--- config.mk ---
export PLATFORM = sky130hd
export DESIGN_NAME = rr_arbiter8_flat
export DESIGN_NICKNAME = d
export VERILOG_FILES = /design/src/rtl/rr_arbiter8_if.sv /design/src/rtl/rr_arbiter8.sv /design/src/flat_wrapper.sv
export SDC_FILE = /design/constraint.sdc
export NUM_CORES = 1
export LEC_CHECK = 0
export ABC_CLOCK_PERIOD_IN_PS = 3340
export CORE_MARGIN = 2
export CORE_UTILIZATION = 51
export CTS_BUF_LIST = sky130_fd_sc_hd__clkbuf_8 sky130_fd_sc_hd__clkbuf_16
export CTS_CLUSTER_DIAMETER = 60
export CTS_CLUSTER_SIZE = 12
export DETAILED_ROUTE_END_ITERATION = 10
export HOLD_SLACK_MARGIN = 0.06
export MAX_ROUTING_LAYER = met4
export PLACE_DENSITY = 0.8
export SKIP_CTS_REPAIR_TIMING = 1
export SLEW_MARGIN = 20
export SYNTH_ARGS = -nofsm -noshare
export SYNTH_HDL_FRONTEND = slang
export SYNTH_SLANG_ARGS = --single-unit
export TNS_END_PERCENT = 10
--- constraint.sdc ---
create_clock -name clk -period 3.34 [get_ports clk]
set_clock_uncertainty 0.15 [all_clocks]
set_input_delay 0.334 -clock clk [delete_from_list [all_inputs] [get_ports clk]]
set_output_delay 0.334 -clock clk [all_outputs]
set_load 0.005 [all_outputs]
--- src/rtl/rr_arbiter8_if.sv ---
// Request/grant bundle between eight requesters and the round-robin arbiter.
// The master drives requests, and the slave (the arbiter) drives the grant view.
interface rr_arbiter8_if;
  logic [7:0] req;
  logic [7:0] gnt;
  logic [2:0] gnt_idx;
  logic       gnt_vld;
  logic       tmo;

  modport master (output req, input gnt, gnt_idx, gnt_vld, tmo);
  modport slave  (input req, output gnt, gnt_idx, gnt_vld, tmo);
endinterface

--- src/rtl/rr_arbiter8.sv ---
// rr_arbiter8: 8-way round-robin arbiter with a registered grant that is held until the owner drops req.
// req->gnt takes 1 cycle, and there is one IDLE cycle between tenures. The optional hold timeout is built under RR_ARB_TIMEOUT_EN.
module rr_arbiter8 #(
  parameter int HOLD_MAX = 15
) (
  input  logic         clk,
  input  logic         rst_n,
  rr_arbiter8_if.slave arb
);

  typedef enum logic {IDLE, GRANT} state_t;

  state_t     r_state, w_state_nxt;
  logic [2:0] r_ptr,   w_ptr_nxt;
  logic [7:0] r_gnt,   w_gnt_nxt;
  logic [2:0] r_idx,   w_idx_nxt;
  logic [2:0] w_win;
  logic       w_found;

`ifdef RR_ARB_TIMEOUT_EN
  localparam logic [7:0] L_HOLD = 8'(HOLD_MAX);
  logic [7:0] r_cnt, w_cnt_nxt;
  logic       r_tmo, w_tmo_nxt;
`endif

  generate
    if (HOLD_MAX < 1 || HOLD_MAX > 255) begin : g_bad_hold
      $error("rr_arbiter8: HOLD_MAX must be in 1..255");
    end
  endgenerate

  // First requester at or after the pointer, wrapping modulo 8
  always_comb begin : p_search
    logic [2:0] cand;
    w_win   = '0;
    w_found = 1'b0;
    cand    = '0;
    for (int i = 0; i < 8; i++) begin
      cand = r_ptr + 3'(i);
      if (!w_found && arb.req[cand]) begin
        w_win   = cand;
        w_found = 1'b1;
      end
    end
  end

  always_comb begin : p_next
    w_state_nxt = r_state;
    w_ptr_nxt   = r_ptr;
    w_gnt_nxt   = r_gnt;
    w_idx_nxt   = r_idx;
`ifdef RR_ARB_TIMEOUT_EN
    w_cnt_nxt   = r_cnt;
    w_tmo_nxt   = 1'b0;
`endif
    case (r_state)
      IDLE: begin
        if (w_found) begin
          w_state_nxt = GRANT;
          w_gnt_nxt   = 8'b1 << w_win;
          w_idx_nxt   = w_win;
`ifdef RR_ARB_TIMEOUT_EN
          w_cnt_nxt   = '0;
`endif
        end
      end
      GRANT: begin
        // An owner drop wins over a coincident timeout, so tmo stays low in that case
        if (!arb.req[r_idx]) begin
          w_state_nxt = IDLE;
          w_gnt_nxt   = '0;
          w_idx_nxt   = '0;
          w_ptr_nxt   = r_idx + 3'd1;
        end
`ifdef RR_ARB_TIMEOUT_EN
        else if (r_cnt == L_HOLD) begin
          w_state_nxt = IDLE;
          w_gnt_nxt   = '0;
          w_idx_nxt   = '0;
          w_ptr_nxt   = r_idx + 3'd1;
          w_tmo_nxt   = 1'b1;
        end else begin
          w_cnt_nxt   = r_cnt + 8'd1;
        end
`endif
      end
      default: w_state_nxt = IDLE;
    endcase
  end

  always_ff @(posedge clk or negedge rst_n) begin
    if (!rst_n) begin
      r_state <= IDLE;
      r_ptr   <= '0;
      r_gnt   <= '0;
      r_idx   <= '0;
`ifdef RR_ARB_TIMEOUT_EN
      r_cnt   <= '0;
      r_tmo   <= 1'b0;
`endif
    end else begin
      r_state <= w_state_nxt;
      r_ptr   <= w_ptr_nxt;
      r_gnt   <= w_gnt_nxt;
      r_idx   <= w_idx_nxt;
`ifdef RR_ARB_TIMEOUT_EN
      r_cnt   <= w_cnt_nxt;
      r_tmo   <= w_tmo_nxt;
`endif
    end
  end

  assign arb.gnt     = r_gnt;
  assign arb.gnt_idx = r_idx;
  assign arb.gnt_vld = |r_gnt;
`ifdef RR_ARB_TIMEOUT_EN
  assign arb.tmo     = r_tmo;
`else
  assign arb.tmo     = 1'b0;
`endif

endmodule

--- src/flat_wrapper.sv ---
// flat-port wrapper written by rule: the top's interface ports become plain ports
module rr_arbiter8_flat 
#(
  parameter int HOLD_MAX = 15
)
  (clk, rst_n, arb_req, arb_gnt, arb_gnt_idx, arb_gnt_vld, arb_tmo);
  rr_arbiter8_if arb_i ();
  input  logic clk;
  input  logic rst_n;
  input wire logic [$bits(arb_i.req)-1:0] arb_req;
  output wire logic [$bits(arb_i.gnt)-1:0] arb_gnt;
  output wire logic [$bits(arb_i.gnt_idx)-1:0] arb_gnt_idx;
  output wire logic [$bits(arb_i.gnt_vld)-1:0] arb_gnt_vld;
  output wire logic [$bits(arb_i.tmo)-1:0] arb_tmo;
  assign arb_i.req = arb_req;
  assign arb_gnt = arb_i.gnt;
  assign arb_gnt_idx = arb_i.gnt_idx;
  assign arb_gnt_vld = arb_i.gnt_vld;
  assign arb_tmo = arb_i.tmo;
  rr_arbiter8 #(.HOLD_MAX(HOLD_MAX)) u_core (.clk(clk), .rst_n(rst_n), .arb(arb_i));
endmodule
==> results.tsv, run 1 <==
stage	metric	value	unit
status	outcome	complete, no violations	
yosys	fp_nets	183	
grt	grt_max_degree	27	
final_timing	finalSetupTns	0	ns
worst_setup_path	path_cells	inv_1, ha_4, mux4_2, mux2_4, o41ai_1, a311oi_1, a221o_1, and3_4, a32o_1	
clocking	clockBufferDepth	2	
final_timing	final_hold_viol_count	0	
cells_and_area	sh_seq_area	0.169	
detailed_routing	vias_per_cell	6.83	
worst_setup_path	path_max_fanout	7	
yosys	synthCells	170	
final_timing	drv_slew	0	
cells_and_area	lay_top_cells	21 x clkdlybuf4s50_1, 14 x dfrtp_1, 13 x mux4_2, 11 x buf_4, 10 x nand2_1	
worst_setup_path	regToRegStartpoint	u_core.r_ptr[0]	
flow_run	warnings	27	
clocking	cts.sinks	15	
floorplanning	row_count	22	
yosys	syn_area	1930	um^2
yosys	adder_share	0.0195	
yosys	ys.flops	15	
placed_design	routabilityCongestion	1.02	
detailed_routing	drt-pass1-iter-count	4	
floorplanning	fp_util	0.530	
cells_and_area	inverters	7	
yosys	netlist_logic_family_top	multiplexers	
cells_and_area	comb_share	0.632	
grt	grt_pass1_wl	8150	um
floorplanning	taps	48	
placed_design	port-buffer-count	21	
clocking	cts_buffers	3	
yosys	ys_sh_aoi	0.243	
worst_setup_path	critPathRequiredTime	3.32	ns
yosys	ys_async_sr_fraction	1.00	
clocking	cts-root-buf	clkbuf_8	
grt	grt_antenna_before_repair	0	
cells_and_area	final_util	0.614	
worst_setup_path	reg2reg_to	u_core.arb.gnt[6]	
floorplanning	ioPinCount	23	
cells_and_area	combGateArea	1410	um^2
cells_and_area	n_sequential_cell	15	
cells_and_area	fin_cells	243	
worst_setup_path	worstSetupEndpoint	u_core.arb.gnt[6]	
cells_and_area	signal_buffers	33	
cells_and_area	nFillCells	288	
detailed_routing	drtIter0Drc	141	
final_timing	setup_ws	0.00364	ns
placed_design	dp.cells	235	
yosys	yosys.area_share.simple	0.109	
yosys	ys_cells	170	
cells_and_area	n_antenna_cell	0	
yosys	syn_area_per_cell	11.3	um^2
final_timing	min_period_over_period	0.999	
cells_and_area	area_growth_syn_to_layout	15.9	%
final_timing	max_slew_margin	0.482	
yosys	yosysUniqueCellTypes	61	
worst_setup_path	crit_arrival	3.32	ns
yosys	edf_count	0	
cells_and_area	multi_input_comb_cells	136	
==> run 1: synthesized netlist by cell type (2+ instances only) <==
library cell	instances	area (um^2)
a21o_1	2	15.0
mux2_2	7	78.8
mux4_2	12	270
o22ai_1	4	25.0
nand3_1	2	10.0
nor3_1	6	30.0
a21oi_1	5	25.0
clkbuf_8	3	41.3
a221oi_1	2	17.5
nor4_1	2	12.5
or2b_2	2	17.5
nor2_1	8	30.0
o21ai_0	6	30.0
ha_1	3	37.5
a32o_1	8	80.1
xnor2_1	2	17.5
mux2i_1	9	90.1
or3_2	2	15.0
xor2_1	3	26.3
clkbuf_1	3	11.3
buf_6	3	33.8
inv_1	7	26.3
nand2_1	10	37.5
dfrtp_1	15	375
mux4_1	6	158
a211oi_1	3	22.5
==> run 1: worst max-delay path, delay by kind of cell (launching register included) <==
family | cells | cell delay (ns)
compound gates | 4 | 1.10
buf+inv | 1 | 0.16
fa+ha+maj | 1 | 0.35
mux | 2 | 0.85
simple gates | 1 | 0.23
flops | 1 | 0.39
==> run 1: cells by family after synthesis <==
logic type | Yosys count
other cells | 1
simple gates | 38
xor+xnor | 5
fa+ha+maj | 3
mux | 36
flops | 15
buf+inv | 19
compound gates | 53
==> run 1: layer usage <==
| metal | up-vias | track usage | part of all wire |
|---|---|---|---|
| met3 | 4 | 0.0171 | 0.051 |
| met4 | 0 | 0.0599 | 0.0056 |
| met2 | 68 | 0.432 | 0.53 |
| met5 | - | - | 0 |
| met1 | 836 | 0.317 | 0.41 |
| li1 | 751 | - | - |
==> run 1: sequential cells by signal (all words and copies together), names as in the netlist <==
| signal | cells |
|---|---|
| u_core.arb.gnt | 8 |
| u_core.r_ptr | 3 |
| u_core.r_state | 1 |
| u_core.arb.gnt_idx | 3 |
**Run 1: M1 wires**

Bar = 20 um.
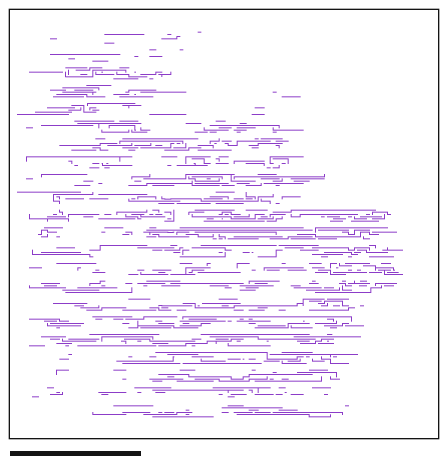
share of all routed wire: 41%
longest straight run: 25.8 um
nets with wire on the layer: 193
wire length on this layer: 1960 um
M1 GR Usage: 0.317
via count: 1659
Routed WL: 4810 um

**Run 1: met2 routing**

Bar = 20 um. Cells faint in the background.
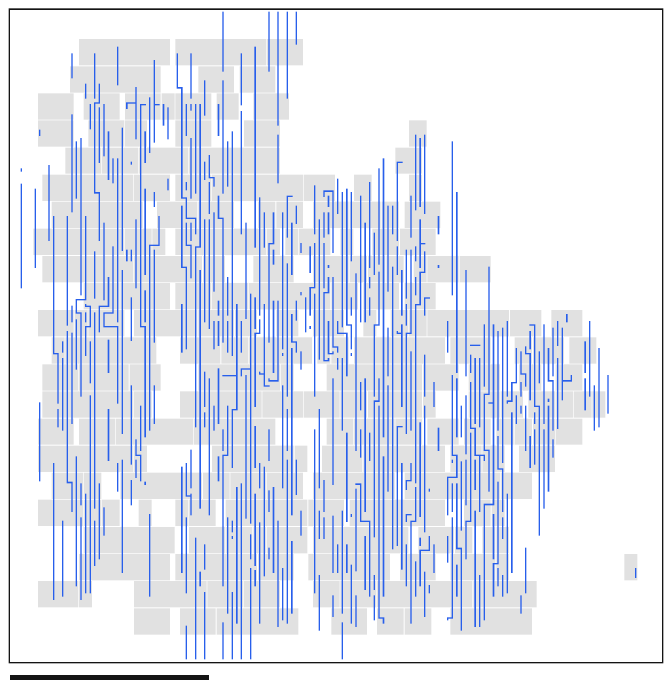
share of all routed wire: 53%
wire length on this layer: 2570 um
GRT met2 Usage: 0.432

**Run 1: metal 3**

Bar = 20 um. Cells faint in the background.
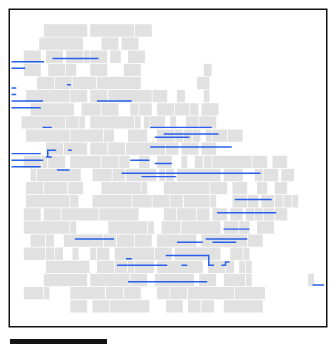
share of all routed wire: 5.1%
longest straight run: 28.5 um
nets with wire on the layer: 28
main direction: horizontal
met3 usage in global routing: 0.0171

==> inputs of run 2 (changes only) <==
Settings changed: CORE_MARGIN 2 to 10.
**Run 2: metal 3**

Bar = 20 um. Cells faint in the background.
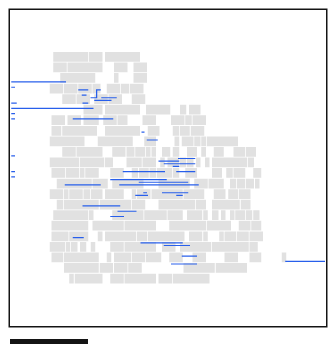
share of all routed wire: 4.7%
nets with wire on the layer: 32
wire length on this layer: 227 um

**Run 2: met2 routing**

Bar = 20 um. Cells faint in the background.
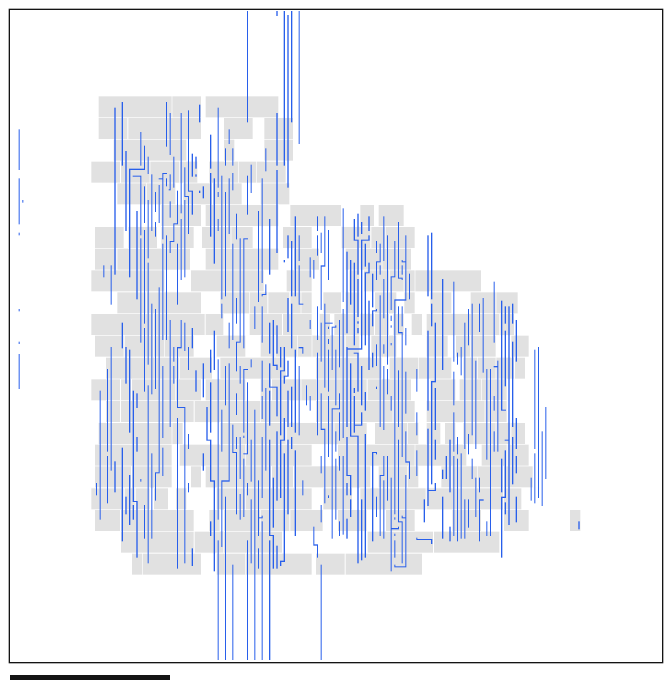
Routed WL: 4810 um
GRT met2 Usage: 0.267
via count: 1642

==> results.tsv, run 2 <==
stage	metric	value	unit
cells_and_area	n_antenna_cell	0	
detailed_routing	drt-pass1-iter-count	4	
final_timing	min_period_over_period	0.969	
floorplanning	die_w	81.4	um
detailed_routing	top_layer_used	met4	
detailed_routing	wl_met1	2000	um
clocking	cts_tree	yes	
detailed_routing	final_antenna_net_count	0	
yosys	ys_cells	170	
worst_setup_path	critPathBufInv	2	
clocking	clkTransAtPathRegs	0.06	ns
cells_and_area	fin_cells	238	
yosys	yosys_area	1930	um^2
placed_design	dp.cells	232	
yosys	syn_area_per_cell	11.3	um^2
detailed_routing	vias_per_cell	6.90	
final_timing	setup_violations	0	
final_timing	max_slew_margin	0.562	
worst_setup_path	path_cells	inv_1, ha_4, buf_12, mux2i_1, mux4_1, a22o_4, and2_4, a221o_1, and3_4, a32o_1	
worst_setup_path	cp_top_family	AND-OR/OR-AND gates	
worst_setup_path	crit_cells	10	
floorplanning	die_area	6630	um^2
grt	grtUsageTotal	0.158	
worst_setup_path	crit_arrival	3.23	ns
yosys	syn_area	1930	um^2
yosys	fp_nets	183	
detailed_routing	drc	0	
min_path	hold_path.class	input port to asynchronous set/reset pin	
placed_design	dp_hpwl	3610	um
status	outcome	complete, no violations	
cells_and_area	area_growth_syn_to_layout	14.9	%
clocking	clk_latency	0.25	ns
worst_setup_path	rrSetupSlack	0.10	ns
flow_run	drv_cap	0	
worst_setup_path	path_max_fanout	6	
placed_design	routabilityCongestion	0.921	
clocking	cts_buffers	3	
worst_setup_path	regToRegStartpoint	u_core.r_ptr[0]	
flow_run	warnings	27	
final_timing	tightestPinTransition	0.652	ns
grt	grt_pass1_vias	1688	
floorplanning	die.size.y	81.4	um
cells_and_area	nFillCells	289	
detailed_routing	wl_met3	227	um
grt	grt_antenna_before_repair	0	
final_timing	clock.fmax	0.309	GHz
worst_setup_path	critPathRequiredTime	3.33	ns
final_timing	drv_slew	0	
worst_setup_path	cp-startpoint	u_core.r_ptr[0]	
worst_setup_path	worstSetupEndpoint	u_core.arb.gnt[6]	
yosys	synthCells	170	
detailed_routing	dr_wl_met2	2500	um
clocking	cts-root-buf	clkbuf_8	
worst_setup_path	reg2reg_to	u_core.arb.gnt[6]	
floorplanning	core_area	3660	um^2
worst_setup_path	cpPeakStageDelay	0.54	ns
yosys	topCellsByArea	dfrtp_1 19%, mux4_2 14%, mux4_1 8.2%	
worst_setup_path	cp-end-kind	flop	
cells_and_area	lay_top_cells	21 x clkdlybuf4s50_1, 14 x dfrtp_1, 13 x mux4_2, 10 x nand2_1, 9 x mux2i_1	
yosys	yosysUniqueCellTypes	61	
yosys	yosysMostFrequentCell	dfrtp_1	
detailed_routing	drt-wirelength-per-cell	20.2	um
floorplanning	ioPinCount	23	
cells_and_area	layout-drive-gt1-share	0.284	
detailed_routing	drtIter0Drc	102	
clocking	cts.sinks	15	
worst_setup_path	ff2ff_path_depth	10	
grt	top_usage_layer	met2	
yosys	yosysWarnings	0	
grt	grt-ovfl-total	0	
yosys	top_cells_by_count	15 x dfrtp_1, 12 x mux4_2, 10 x nand2_1	
yosys	edf_count	0	
floorplanning	row_count	22	
final_timing	period_needed	3.24	ns
floorplanning	fp_util	0.526	
yosys	synth_top_cell_by_area	dfrtp_1	
placed_design	port-buffer-count	21	
worst_setup_path	cp-start-kind	flop	
worst_setup_path	path_class	flop to flop	
yosys	ys_async_sr_fraction	1.00	
cells_and_area	layout_top_cell	clkdlybuf4s50_1	
clocking	clockBufferDepth	2	
yosys	ff_type	dfrtp_1	
grt	grt_use_met1	0.185	
cells_and_area	largest_register_ffs	8	
yosys	top_area_frac	0.195	
clocking	htree_levels	1	
final_timing	grt_setup_unrepaired	no	
grt	grt_pass1_wl	8050	um
yosys	ys.flops	15	
final_timing	final_hold_viol_count	0	
grt	grt.met3_usage	0.0251	
worst_setup_path	slowest_stage	mux4_1	
cells_and_area	nets	204	
yosys	synth_seq_share	0.195	
grt	grt_max_degree	27	
run 2: cell families (layout without fill, tap and decap cells):
family | Yosys count | in the layout | synth area share
adders and majority gates | 3 | 3 | 0.0195
other | 1 | 1 | 0.00195
DFF | 15 | 15 | 0.195
xor gates and xnor gates | 5 | 5 | 0.0227
muxes | 36 | 36 | 0.329
and+or+nand+nor | 38 | 38 | 0.109
buffers and inverters | 19 | 39 | 0.0793
AOI/OAI and AO/OA | 53 | 53 | 0.243
run 2: layout make-up:
cell class                      count  area (um^2)  share of cell area
Timing Repair Buffer               28          288               0.130
Sequential cell                    15          377               0.170
Clock inverter                      1         5.00             0.00226
Inverter                            7         26.3              0.0119
Multi-Input combinational cell    136         1420               0.640
Clock buffer                        3         41.3              0.0187
Tap cell                           48         60.1              0.0271
run 2: worst register-to-register path, delay by kind of cell (launching register included):
kind | cells | cell delay [ns]
compound gates | 3 | 0.91
mux | 2 | 0.67
flops | 1 | 0.41
buf+inv | 2 | 0.37
simple gates | 2 | 0.36
fa+ha+maj | 1 | 0.27
run 2: stage by stage:
stage | hold slack, ns | area (um^2) | setup WS [ns] | TNS (ns) | util
after global placement | 0.353 | 2130 | 0.0940 | 0 | 0.582
after floorplan | -0.112 | 1950 | 0.0241 | 0 | -
after CTS | 0.343 | 2180 | 0.0193 | 0 | 0.595
final | 0.329 | 2210 | 0.105 | 0 | 0.605
after detailed placement | 0.364 | 2130 | -0.00297 | -0.00352 | 0.582
after global routing | 0.368 | 2210 | 0.0124 | 0 | 0.605
==> inputs of run 3 (changes only) <==
Settings changed: CORE_UTILIZATION 51 to 53, DONT_BUFFER_PORTS set to 1, PLACE_DENSITY 0.8 to 0.74.
**Run 3: metal 3**

Bar = 20 um. Cells faint in the background.
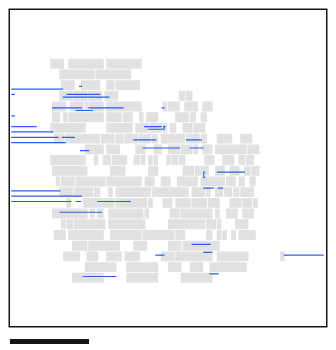
share of all routed wire: 5.0%
longest straight run: 17.7 um
nets with wire on the layer: 28
wire length on this layer: 239 um
main direction: horizontal
met3 usage in global routing: 0.0267
Routed WL: 4750 um

**Run 3: track usage over the die**

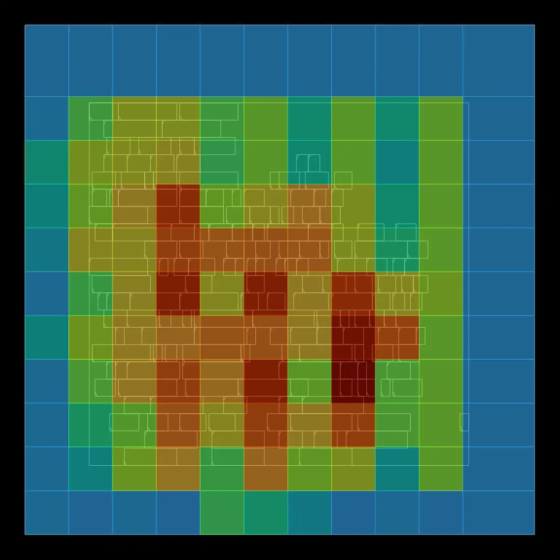
Finished Core Util: 0.581
busiest grt layer: met2
Avg WL per Cell: 21.9 um
GRT met2 Usage: 0.244
M1 GR Usage: 0.189

==> results.tsv, run 3 <==
stage	metric	value	unit
final_timing	min_period_over_period	0.954	
yosys	edf_count	0	
final_timing	max_slew_margin	0.540	
yosys	yosysWarnings	0	
worst_setup_path	cp-end-kind	flop	
clocking	cts_buffers	3	
yosys	ys.flops	15	
worst_setup_path	slowest_stage	mux4_2	
worst_setup_path	cpPeakStageDelay	0.55	ns
worst_setup_path	path_cells	buf_4, ha_1, inv_1, mux4_2, a22o_4, and2_4, a221o_1, and3_4, a32o_1	
detailed_routing	final_antenna_net_count	0	
detailed_routing	wl_met3	238	um
yosys	ff_type	dfrtp_1	
floorplanning	core_area	3420	um^2
yosys	ys_sh_aoi	0.243	
yosys	top_area_frac	0.195	
yosys	topCellsByArea	dfrtp_1 19%, mux4_2 14%, mux4_1 8.2%	
clocking	htree_levels	1	
clocking	clk_latency	0.25	ns
yosys	synth_seq_share	0.195	
yosys	fp_nets	183	
clocking	clockBufferDepth	2	
grt	grt_antenna_before_repair	0	
worst_setup_path	cp-start-kind	flop	
clocking	cts.sinks	15	
worst_setup_path	rrSetupSlack	0.15	ns
worst_setup_path	path_max_fanout	15	
cells_and_area	largest_register_ffs	8	
yosys	yosys_area	1930	um^2
detailed_routing	vias_per_cell	7.20	
status	outcome	complete, no violations	
worst_setup_path	crit_arrival	3.17	ns
yosys	top_cells_by_count	15 x dfrtp_1, 12 x mux4_2, 10 x nand2_1	
final_timing	clock.fmax	0.314	GHz
cells_and_area	n_antenna_cell	0	
worst_setup_path	path_class	flop to flop	
worst_setup_path	ff2ff_path_depth	9	
detailed_routing	drc	0	
worst_setup_path	regToRegStartpoint	u_core.r_ptr[0]	
detailed_routing	top_layer_used	met4	
min_path	hold_path.class	input port to asynchronous set/reset pin	
clocking	clkTransAtPathRegs	0.06	ns
yosys	mux_area_frac	0.329	
final_timing	setup_violations	0	
yosys	ys_async_sr_fraction	1.00	
cells_and_area	nets	185	
grt	grtUsageTotal	0.153	
yosys	yosys.area_share.simple	0.109	
worst_setup_path	critPathBufInv	2	
flow_run	warnings	27	
detailed_routing	drtIter0Drc	133	
yosys	yosysMostFrequentCell	dfrtp_1	
final_timing	grt_setup_unrepaired	no	
placed_design	dp_hpwl	3650	um
grt	grt_pass1_wl	7830	um
grt	grt_pass1_vias	1548	
yosys	synthCells	170	
placed_design	routabilityCongestion	0.973	
detailed_routing	wl_met1	2030	um
floorplanning	ioPinCount	23	
clocking	cts_tree	yes	
detailed_routing	drt-pass1-iter-count	4	
yosys	ys_cells	170	
yosys	syn_area_per_cell	11.3	um^2
worst_setup_path	critPathRequiredTime	3.32	ns
yosys	adder_share	0.0195	
-- run 3: final cells by class --
cell class	count	area, um^2
multi-input cells	136	1410
repair buffers	9	70.1
fillers	293	1430
flip-flops and latches	15	377
inverters	7	26.3
clock inverters	1	3.75
well taps	46	57.6
clock buffers	3	41.3
-- run 3: stage by stage --
step	instance area [um^2]	setup WS [ns]	hold WS, ns	instances
after global placement	1930	0.224	-0.111	212
final	1980	0.154	0.418	217
after detailed placement	1930	0.179	-0.111	212
after CTS	1970	0.161	-0.374	216
after floorplan	1950	0.0241	-0.112	170
after global routing	1980	0.00934	0.438	217
-- run 3: how the worst max path moves through the flow --
stage | from | endpoint | cells after the start
2_1_floorplan | u_core.r_ptr[1] | u_core.arb.gnt[0] | 11
3_3_place_gp | u_core.r_ptr[0] | u_core.arb.gnt[4] | 9
3_5_place_dp | u_core.r_ptr[0] | u_core.arb.gnt[2] | 9
4_1_cts | u_core.r_ptr[0] | u_core.arb.gnt[4] | 9
5_1_grt | u_core.r_ptr[0] | u_core.arb.gnt[6] | 9
6_report | u_core.r_ptr[0] | u_core.arb.gnt[4] | 9
-- run 3: worst reg2reg max path, delay by kind of cell, from the launching register on --
kind	cells	cell delay (ns)
and+or+nand+nor	2	0.36
DFF	1	0.38
AOI/OAI and AO/OA	3	0.93
buffers and inverters	2	0.39
muxes	1	0.55
adders and majority gates	1	0.32
